File: config.mk
export PLATFORM = sky130hd
export DESIGN_NAME = mem_access_stage
export DESIGN_NICKNAME = d
export VERILOG_FILES = /design/src/rtl/mem_stage_pkg.sv /design/src/rtl/mem_timeout_ctr.sv /design/src/rtl/mem_access_stage.sv
export SDC_FILE = /design/constraint.sdc
export NUM_CORES = 1
export LEC_CHECK = 0
export CORE_AREA = 2 2 184 186
export DETAILED_ROUTE_END_ITERATION = 8
export DIE_AREA = 0 0 186 188
export PLACE_DENSITY = 0.65
export SYNTH_ARGS = -nofsm -noshare
export SYNTH_HDL_FRONTEND = slang
export SYNTH_SLANG_ARGS = --single-unit
File: constraint.sdc
create_clock -name clk -period 1.4 [get_ports clk]
set_input_delay 0.21 -clock clk [delete_from_list [all_inputs] [get_ports clk]]
set_output_delay 0.21 -clock clk [all_outputs]
set_load 0.02 [all_outputs]
File: src/rtl/mem_stage_pkg.sv
// Shared definitions for the MEM pipeline stage: FSM state encoding,
// datapath widths and the default abort timeout.
package mem_stage_pkg;

  localparam int unsigned XLEN               = 64;
  localparam int unsigned REG_ADDR_W         = 5;
  localparam int unsigned TIMEOUT_CYCLES_DEF = 16;

  typedef enum logic {
    ST_IDLE = 1'b0,
    ST_WAIT = 1'b1
  } mem_state_e;

endpackage : mem_stage_pkg

File: src/rtl/mem_timeout_ctr.sv
// WAIT-cycle counter for the MEM stage abort timeout.
// Only instantiated when MEM_TIMEOUT_EN is defined.
module mem_timeout_ctr #(
  parameter int unsigned TIMEOUT_CYCLES = 16
) (
  input  logic clk,
  input  logic reset_n,
  input  logic clear_i,   // entering WAIT
  input  logic inc_i,     // WAIT cycle with no memory completion
  output logic expire_o   // counter has reached its last allowed value
);

  localparam int unsigned CNT_W = (TIMEOUT_CYCLES > 2) ? $clog2(TIMEOUT_CYCLES) : 1;
  localparam logic [CNT_W-1:0] LAST = CNT_W'(TIMEOUT_CYCLES - 1);

  logic [CNT_W-1:0] cnt_q;
  logic [CNT_W-1:0] cnt_d;

  // Next count: clearing on WAIT entry wins over counting.
  always_comb begin
    cnt_d = cnt_q;
    if (clear_i) begin
      cnt_d = '0;
    end else if (inc_i) begin
      cnt_d = cnt_q + CNT_W'(1);
    end
  end

  // Count register.
  always_ff @(posedge clk or negedge reset_n) begin
    if (!reset_n) begin
      cnt_q <= '0;
    end else begin
      cnt_q <= cnt_d;
    end
  end

  assign expire_o = (cnt_q == LAST);

endmodule : mem_timeout_ctr

File: src/rtl/mem_access_stage.sv
// MEM pipeline stage: issues registered data-memory requests, stalls the
// front of the pipeline while a request is outstanding, and loads MEM/WB.
// Optional feature macro: MEM_TIMEOUT_EN (abort a request after
// TIMEOUT_CYCLES WAIT cycles and pulse mem_error).
module mem_access_stage
  import mem_stage_pkg::*;
#(
  parameter int unsigned TIMEOUT_CYCLES = TIMEOUT_CYCLES_DEF
) (
  input  logic                  clk,
  input  logic                  reset_n,
  input  logic                  RegWrite_MEM,
  input  logic                  MemtoReg_MEM,
  input  logic                  MemRead_MEM,
  input  logic                  MemWrite_MEM,
  input  logic [XLEN-1:0]       ALUResult_MEM,
  input  logic [XLEN-1:0]       write_data_MEM,
  input  logic [REG_ADDR_W-1:0] rd_MEM,
  output logic                  dmem_req,
  output logic                  dmem_we,
  output logic [XLEN-1:0]       dmem_addr,
  output logic [XLEN-1:0]       dmem_wdata,
  input  logic                  dmem_ready,
  input  logic [XLEN-1:0]       dmem_rdata,
  output logic                  stall_MEM,
  output logic                  RegWrite_WB,
  output logic                  MemtoReg_WB,
  output logic [XLEN-1:0]       ALUResult_WB,
  output logic [XLEN-1:0]       read_data_WB,
  output logic [REG_ADDR_W-1:0] rd_WB,
  output logic                  mem_error
);

  mem_state_e state_q, state_d;

  logic access;
  logic issue;        // IDLE -> WAIT, launch request
  logic complete;     // WAIT with dmem_ready
  logic abort;        // WAIT timed out
  logic capture;      // MEM/WB takes the EX/MEM fields this edge
  logic timeout_hit;

  logic                  dmem_req_q, dmem_we_q;
  logic [XLEN-1:0]       dmem_addr_q, dmem_wdata_q;
  logic                  regwrite_wb_q, memtoreg_wb_q;
  logic [XLEN-1:0]       alu_wb_q, rdata_wb_q;
  logic [REG_ADDR_W-1:0] rd_wb_q;

  assign access = MemRead_MEM | MemWrite_MEM;

`ifdef MEM_TIMEOUT_EN
  logic ctr_expire;
  logic mem_error_q;

  mem_timeout_ctr #(
    .TIMEOUT_CYCLES (TIMEOUT_CYCLES)
  ) u_timeout_ctr (
    .clk      (clk),
    .reset_n  (reset_n),
    .clear_i  (issue),
    .inc_i    ((state_q == ST_WAIT) && !dmem_ready),
    .expire_o (ctr_expire)
  );

  assign timeout_hit = (state_q == ST_WAIT) && !dmem_ready && ctr_expire;

  // One-cycle error pulse on the edge that abandons a timed-out request.
  always_ff @(posedge clk or negedge reset_n) begin
    if (!reset_n) begin
      mem_error_q <= 1'b0;
    end else begin
      mem_error_q <= abort;
    end
  end

  assign mem_error = mem_error_q;
`else
  assign timeout_hit = 1'b0;
  assign mem_error   = 1'b0;
`endif

  // FSM next state and stage control; dmem_ready in IDLE is ignored.
  always_comb begin
    state_d   = state_q;
    stall_MEM = 1'b0;
    issue     = 1'b0;
    complete  = 1'b0;
    abort     = 1'b0;
    capture   = 1'b0;
    unique case (state_q)
      ST_IDLE: begin
        if (access) begin
          stall_MEM = 1'b1;
          issue     = 1'b1;
          state_d   = ST_WAIT;
        end else begin
          capture   = 1'b1;
        end
      end
      ST_WAIT: begin
        if (dmem_ready) begin
          complete = 1'b1;
          capture  = 1'b1;
          state_d  = ST_IDLE;
        end else if (timeout_hit) begin
          abort    = 1'b1;
          state_d  = ST_IDLE;
        end else begin
          stall_MEM = 1'b1;
        end
      end
      default: state_d = ST_IDLE;
    endcase
  end

  // FSM state register.
  always_ff @(posedge clk or negedge reset_n) begin
    if (!reset_n) begin
      state_q <= ST_IDLE;
    end else begin
      state_q <= state_d;
    end
  end

  // Memory request registers; address/data/we hold for the whole request.
  always_ff @(posedge clk or negedge reset_n) begin
    if (!reset_n) begin
      dmem_req_q   <= 1'b0;
      dmem_we_q    <= 1'b0;
      dmem_addr_q  <= '0;
      dmem_wdata_q <= '0;
    end else if (issue) begin
      dmem_req_q   <= 1'b1;
      dmem_we_q    <= MemWrite_MEM;
      dmem_addr_q  <= ALUResult_MEM;
      dmem_wdata_q <= write_data_MEM;
    end else if (complete || abort) begin
      dmem_req_q   <= 1'b0;
    end
  end

  // MEM/WB register; EX/MEM is held by the stall, so its fields are still
  // valid at completion. Non-capture edges insert a bubble.
  always_ff @(posedge clk or negedge reset_n) begin
    if (!reset_n) begin
      regwrite_wb_q <= 1'b0;
      memtoreg_wb_q <= 1'b0;
      alu_wb_q      <= '0;
      rdata_wb_q    <= '0;
      rd_wb_q       <= '0;
    end else if (capture) begin
      regwrite_wb_q <= RegWrite_MEM && (rd_MEM != '0);
      memtoreg_wb_q <= MemtoReg_MEM;
      alu_wb_q      <= ALUResult_MEM;
      rd_wb_q       <= rd_MEM;
      if (complete && !dmem_we_q) begin
        rdata_wb_q  <= dmem_rdata;
      end
    end else begin
      regwrite_wb_q <= 1'b0;
      memtoreg_wb_q <= 1'b0;
    end
  end

  assign dmem_req     = dmem_req_q;
  assign dmem_we      = dmem_we_q;
  assign dmem_addr    = dmem_addr_q;
  assign dmem_wdata   = dmem_wdata_q;
  assign RegWrite_WB  = regwrite_wb_q;
  assign MemtoReg_WB  = memtoreg_wb_q;
  assign ALUResult_WB = alu_wb_q;
  assign read_data_WB = rdata_wb_q;
  assign rd_WB        = rd_wb_q;

endmodule : mem_access_stage
==> impl_metrics.json, run 1 <==
{
  "r2r_slack_ns": -0.28,
  "area_growth_pct": 62.1,
  "hold_path_class": "in -> async",
  "outcome": "finished, violations left",
  "via_per_inst": 4.36,
  "yosys-top-cells-area": "dfrtp_1 66%, mux2_2 22%, mux2_4 8.9%",
  "die_area_sq_mm": 0.0350,
  "layout.nets": 1343,
  "root_buffer": "clkbuf_16",
  "yosysWarnings": 0,
  "setup_ws_ns": -0.281,
  "cp_num_buf_inv": 3,
  "num_antenna_cells": 0,
  "ys_top_cells_by_count": "266 x dfrtp_1, 202 x mux2_2, 60 x mux2_4",
  "slowest_stage": "dfrtp_1",
  "endpoint_kind": "flop",
  "grt_usage_pct": 16.7,
  "ys_types": 17,
  "top_area_share_pct": 65.7,
  "fp_nets": 774,
  "cts_tree": "yes",
  "final_common_cell": "dfrtp_1",
  "remaining_drc_errors": 0,
  "grt_pass1_vias": 7512,
  "finalWirelength_um": 31100,
  "slew_violations": 0,
  "violations": "setup timing",
  "met1_length_um": 12600,
  "flop_cell": "dfrtp_1",
  "final_hold_viol_count": 0,
  "antenna_left": 0,
  "top_area_cell": "dfrtp_1",
  "final_cells": 1604,
  "antenna_found_initial": 0,
  "grt_start_max_net_pins": 45,
  "post_cts_resized": 1102,
  "critPathKind": "reg -> reg",
  "required_ns": 1.83,
  "layout-drive-gt1-share_pct": 58.1,
  "finalClockPeriodUsage_pct": 120,
  "dp.final_hpwl_um": 22200,
  "fmax_mhz": 595,
  "ys_seq_share_pct": 65.7,
  "crit_path_max_incr_delay_ns": 0.39,
  "peakVddDrop_uv": 937,
  "routabilityCongestion": 0.761,
  "top_layer": "met4",
  "holdWs_ns": 0.178,
  "avgRoutedWirePerCell_um": 19.4,
  "setup_viol": 261,
  "tool_warnings": 28,
  "top_cell": "dfrtp_1",
  "final_cell_mix": "265 x dfrtp_1, 264 x buf_2, 202 x clkdlybuf4s50_1",
  "grt_first_pass_wirelength_um": 44900,
  "overflow": 0,
  "cap_violations": 0,
  "dr_total_vias": 6998,
  "period_needed_ns": 1.68,
  "path_clk_slew_ns": 0.06,
  "edf_count": 0
}
==> run 1: logic make-up after synthesis <==
logic type / share of synthesized area (%)
DFF: 65.7
muxes: 31.3
buffers and inverters: 2.28
and+or+nand+nor: 0.395
AOI/OAI and AO/OA: 0.235
other: 0.0370
==> run 1: final timing paths <==
check | startpoint | to | cells past startpoint
hold / removal | reset_n | dmem_wdata[59] | 2
max in group asynchronous | reset_n | read_data_WB[59] | 3
hold reg to reg | dmem_addr[9] | dmem_addr[9] | 1
setup reg to reg | state_q | ALUResult_WB[17] | 6
setup / recovery | state_q | ALUResult_WB[17] | 6
min in group clk | MemtoReg_MEM | MemtoReg_WB | 2
==> run 1: area by class of cell <==
cell class              instances  area [sq um]
flip-flops and latches        266          6660
fillers                      2933         16700
inverters                       1          3.75
clock inverters                 7          68.8
clock buffers                  42           857
repair buffers                565          4850
multi-input cells             275          3430
well taps                     448           561
==> run 1: through the flow <==
stage	setup WS (ns)	area (sq um)
finish	-0.281	16400
global route	-0.359	16400
CTS	-0.310	16000
detailed placement	-0.496	15900
global placement	-0.485	15900
floorplan	0.00439	10100
==> run 1: where the power goes <==
part / internal, mW / total [mW] / leakage, nW / switching (mW)
Sequential: 9.64 / 10.6 / 3.11 / 0.995
Clock: 4.39 / 7.43 / 0.449 / 3.04
Combinational: 4.75 / 9.68 / 4.14 / 4.94
==> run 1: registers in the layout, indices dropped and copies added (netlist names) <==
name	count
dmem_addr	64
dmem_we	1
rd_WB	5
MemtoReg_WB	1
read_data_WB	64
RegWrite_WB	1
dmem_req	1
state_q	1
dmem_wdata	64
ALUResult_WB	64
==> run 1: routing by layer <==
layer  vias to the layer above  track usage [%]
met1                      3508             20.2
li1                       3156                -
met4                         0             4.42
met5                         -                0
met2                       292             28.7
met3                        42             4.93
==> run_1/class_map.png <==
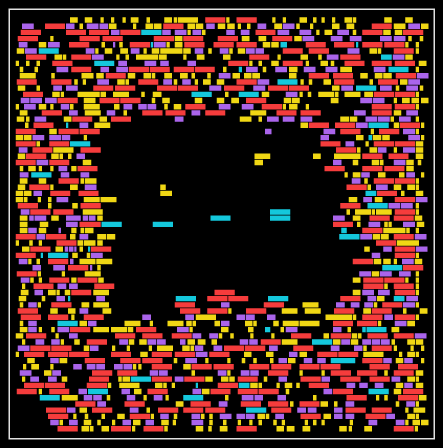
clock drivers and dummy loads: marked cyan, cells 49, share of their area 5.8%. remaining buffers and delay cells: marked yellow, cells 565, share of their area 31%. remaining logic cells: marked purple, cells 276, share of their area 22%. registers: marked red, cells 266, share of their area 42%.
flop share of the area: 40.5%
design area: 0.0164 sq mm

==> run_1/port_trees.png <==
Scale bar: 50 um.
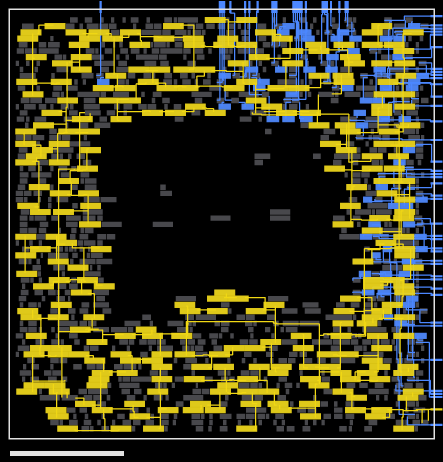
dmem_rdata: marked blue, bits 64, direction input, end cells 64, buffers 64, wire 2,180 um. reset_n: marked yellow, bits 1, direction input, end cells 266, buffers 18, wire 2,450 um.
io pins: 471
Port-buffer cells: 469

==> run_1/util_map.png <==
Scale bar: 50 um. 19 x 19 tiles, from black (low) to pale yellow (high), 0 to 100% covered.
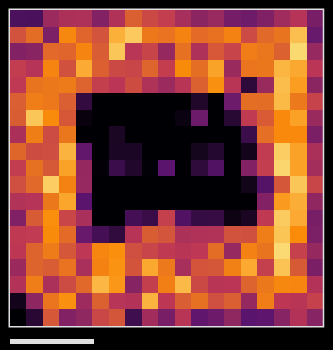
12% of the tiles are over 75% full. The fullest tile reaches 92%. The mean over all tiles is 45%. 15% of the tiles are nearly empty. The emptiest ninth of the die: middle.
fp_density: 30.6%
Core ar.: 0.0331 sq mm
Finished Core Util: 49.6%

## Run 2: what changed since run 1
--- a/config.mk
+++ b/config.mk
@@ -5,10 +5,11 @@
 export SDC_FILE = /design/constraint.sdc
 export NUM_CORES = 1
 export LEC_CHECK = 0
+export ABC_AREA = 1
 export CORE_AREA = 2 2 184 186
 export DETAILED_ROUTE_END_ITERATION = 8
 export DIE_AREA = 0 0 186 188
-export PLACE_DENSITY = 0.65
+export PLACE_DENSITY = 0.66
 export SYNTH_ARGS = -nofsm -noshare
 export SYNTH_HDL_FRONTEND = slang
 export SYNTH_SLANG_ARGS = --single-unit
==> run 2 against run 1 <==
Compared with the run above: the run still ends with setup timing left; sequential share of layout area about the same; routed wire length up 16%; design area down 0.14%; non-clock buffer count down 21; synthesized cell count up 100%; flip-flop count unchanged; critical path depth down 1; final cell count up 32%; maximum frequency up 7.9%; die size unchanged; core utilization down 0.068 points; first-iteration DRC count rose to 2.8 times the previous value; largest cell class unchanged.
==> impl_metrics.json, run 2 <==
{
  "top_area_cell": "dfrtp_1",
  "syn_avg_cell_area_sq_um": 9.10,
  "cts_sinks": 266,
  "post_cts_resized": 1090,
  "hold_path_class": "in -> async",
  "top_layer": "met4",
  "slew_violations": 0,
  "clkLatencyLatePin_ns": 0.55,
  "via_per_inst": 4.50,
  "num_antenna_cells": 0,
  "overflow": 0,
  "outcome": "finished, violations left",
  "area_growth_pct": 57.4,
  "yosys_area_sq_mm": 0.0104,
  "grt_usage_pct": 19.3,
  "routabilityCongestion": 0.827,
  "antenna_left": 0,
  "dr_total_vias": 9528,
  "power.density_mw_per_mm2": 1630,
  "crit_chain": "inv_2 -> nand2_2 -> nand2_4 -> inv_4 -> buf_6",
  "critPathArrivalTime_ns": 1.35,
  "h-tree-depth": 1,
  "antenna_found_initial": 0,
  "met1_length_um": 14100,
  "p_leak_nw": 8.78,
  "slowest_stage": "dfrtp_1",
  "remaining_drc_errors": 0,
  "ys_top_cells_by_count": "397 x nand2_1, 266 x dfrtp_1, 134 x inv_1, 134 x nand3_1, 113 x o21ai_0",
  "tool_warnings": 28,
  "root_buffer": "clkbuf_16",
  "violations": "setup timing",
  "cts_buffers": 29,
  "critPathKind": "reg -> out",
  "rsz0062_at_grt": "true",
  "final_cells": 2119,
  "ys_types": 17,
  "io_pins": 471,
  "cp_num_buf_inv": 3,
  "cpLargestDelayFamily": "flip-flops",
  "yosysWarnings": 0,
  "fmax_mhz": 642,
  "top_cell": "nand2_1",
  "grtUsageMet1_pct": 23.0,
  "finalClockPeriodUsage_pct": 111,
  "fp_nets": 1349,
  "layout.nets": 1854,
  "setup_viol": 117,
  "avgRoutedWirePerCell_um": 17.1,
  "netlist_instances": 1145,
  "drt_iter0_drc": 345,
  "required_ns": 1.19,
  "wl_met2_um": 18000,
  "path_clk_slew_ns": 0.06,
  "met3_usage_pct": 5.61,
  "grt_start_max_net_pins": 75,
  "ys_cells": 1145,
  "ys.flops": 266,
  "firstDrtPassIters": 6,
  "fin_skew_ns": 0.0172,
  "wl_met3_um": 3140,
  "dp.final_hpwl_um": 24900,
  "switching_share_pct": 34.6,
  "die_area_sq_mm": 0.0350,
  "final_common_cell": "nand2_1",
  "yosys-top-cells-area": "dfrtp_1 64%, nand2_1 14%, nand3_1 6.4%",
  "pwr-share-clk_pct": 30.5,
  "final_area_sq_mm": 0.0164,
  "dp_cells": 2043,
  "grt_pass1_vias": 9311,
  "final_hold_viol_count": 0,
  "setup_ws_ns": -0.158,
  "finalWirelength_um": 36200,
  "edf_count": 0,
  "post_dp_cell_area_sq_mm": 0.0159,
  "synth_area_sq_mm": 0.0104,
  "rows": 67,
  "seqPwrFrac_pct": 38.5,
  "cts_setup_buffers": 1,
  "path_max_fanout": 3,
  "cts_tree": "yes",
  "async_flop_share_pct": 100,
  "coreArea_sq_mm": 0.0331,
  "ys_seq_share_pct": 63.9,
  "final_cell_mix": "370 x nand2_1, 266 x dfrtp_1, 264 x buf_2",
  "crit_path_max_incr_delay_ns": 0.42,
  "start_kind": "flop",
  "period_needed_ns": 1.56,
  "layout-drive-gt1-share_pct": 26.8,
  "endpoint_kind": "output port",
  "cap_violations": 0,
  "p_comb_share_pct": 31.0,
  "p_sw_mw": 9.24,
  "gr-max-usage-layer": "met2",
  "dp_slack_ns": -0.434,
  "met2_usage_pct": 33.2,
  "grt_first_pass_wirelength_um": 53000,
  "tns_ns": -8.51,
  "hold_buffers": 1,
  "intPower_mw": 17.4,
  "top_area_share_pct": 63.9,
  "io_buffers": 469,
  "flop_cell": "dfrtp_1",
  "clk_path_buf_depth": 3
}
[run 2: cell families after synthesis]
family                 after synthesis  synth area share (%)
flip-flops                         266                  63.9
buffers and inverters              206                  8.48
other                                1                0.0360
AND/OR/NAND/NOR                    541                  21.2
AND-OR/OR-AND                      131                  6.40
[run 2: path summary, 6_finish.rpt]
kind | start | end | slack, ns | cells past startpoint
setup / recovery | state_q | stall_MEM | -0.16 | 5
hold / removal | reset_n | read_data_WB[6] | 0.1 | 2
setup reg to reg | state_q | dmem_wdata[15] | -0.13 | 8
hold reg to reg | read_data_WB[6] | read_data_WB[6] | 0.46 | 2
max in group asynchronous | reset_n | dmem_addr[9] | 0.60 | 3
min in group clk | write_data_MEM[51] | dmem_wdata[51] | 0.19 | 3
[run 2: power groups by stage]
stage / sequential [mW] / clock (mW) / combinational, mW
2_1_floorplan: 12.5 / 0 / 1.93
3_3_place_gp: 10.4 / 0 / 9.26
3_5_place_dp: 10.4 / 0 / 9.36
4_1_cts: 10.3 / 8.37 / 7.99
5_1_grt: 10.5 / 8.65 / 8.94
6_report: 10.3 / 8.13 / 8.27
[run 2: through the flow]
step / hold slack (ns) / power, mW
6_report: 0.0968 / 26.7
5_1_grt: 0.105 / 28.1
4_1_cts: 0.0690 / 26.6
3_5_place_dp: 0.0662 / 19.8
3_3_place_gp: 0.0701 / 19.6
2_1_floorplan: -0.0856 / 14.4
[run 2: worst reg2reg max path, delay by kind of cell (launching register included)]
kind | cells | cell delay, ns
flops | 1 | 0.42
buf+inv | 6 | 0.82
compound gates | 2 | 0.18
[run 2: cell type report]
class,instances,area [sq um]
Fill cell,3110,16700
Timing Repair Buffer,544,4600
Tap cell,448,561
Clock buffer,38,840
Sequential cell,266,6660
Clock inverter,14,190
Inverter,136,515
Multi-Input combinational cell,673,3040
==> run_2/util_map.png <==
Scale bar: 50 um. 19 x 19 tiles, from black (low) to pale yellow (high), 0 to 100% covered.
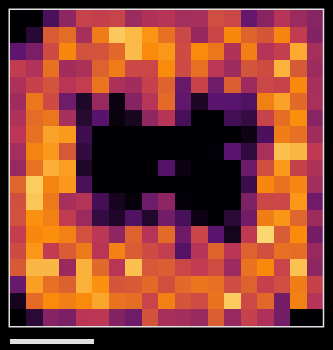
13% of the tiles are nearly empty. The mean over all tiles is 45%. 10% of the tiles are over 75% full. The fullest tile reaches 91%. The emptiest ninth of the die: middle.
Finished Core Util: 49.5%
fp_density: 31.5%

==> run_2/port_trees.png <==
Scale bar: 50 um.
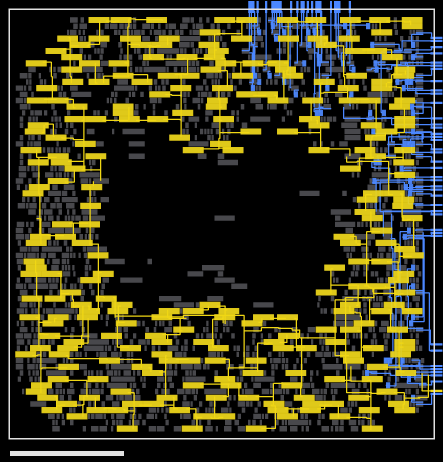
reset_n: marked yellow, bits 1, direction input, end cells 266, buffers 15, wire 2,400 um. dmem_rdata: marked blue, bits 64, direction input, end cells 64, buffers 64, wire 2,010 um.

==> run_2/floorplan.png <==
Scale bar: 50 um. Pins as bars on the die edge.
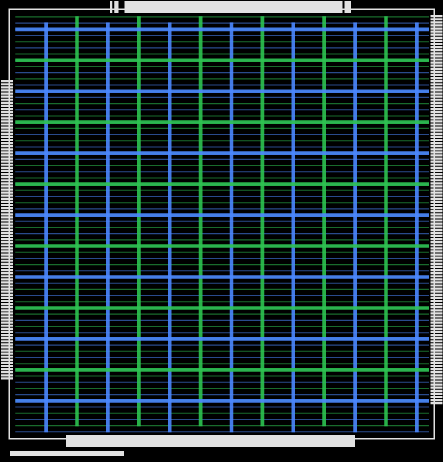
VSS: marked blue. VDD: marked green.
The core has 67 rows. 13 straps on met4. 471 signal pins sit on the boundary. 68 met1 rails follow the rows. 13 straps on met5.
die width: 186 um
DIE HEIGHT: 188 um
Max IR drop VDD: 881 uV

Power and IR drop assume default switching activity.
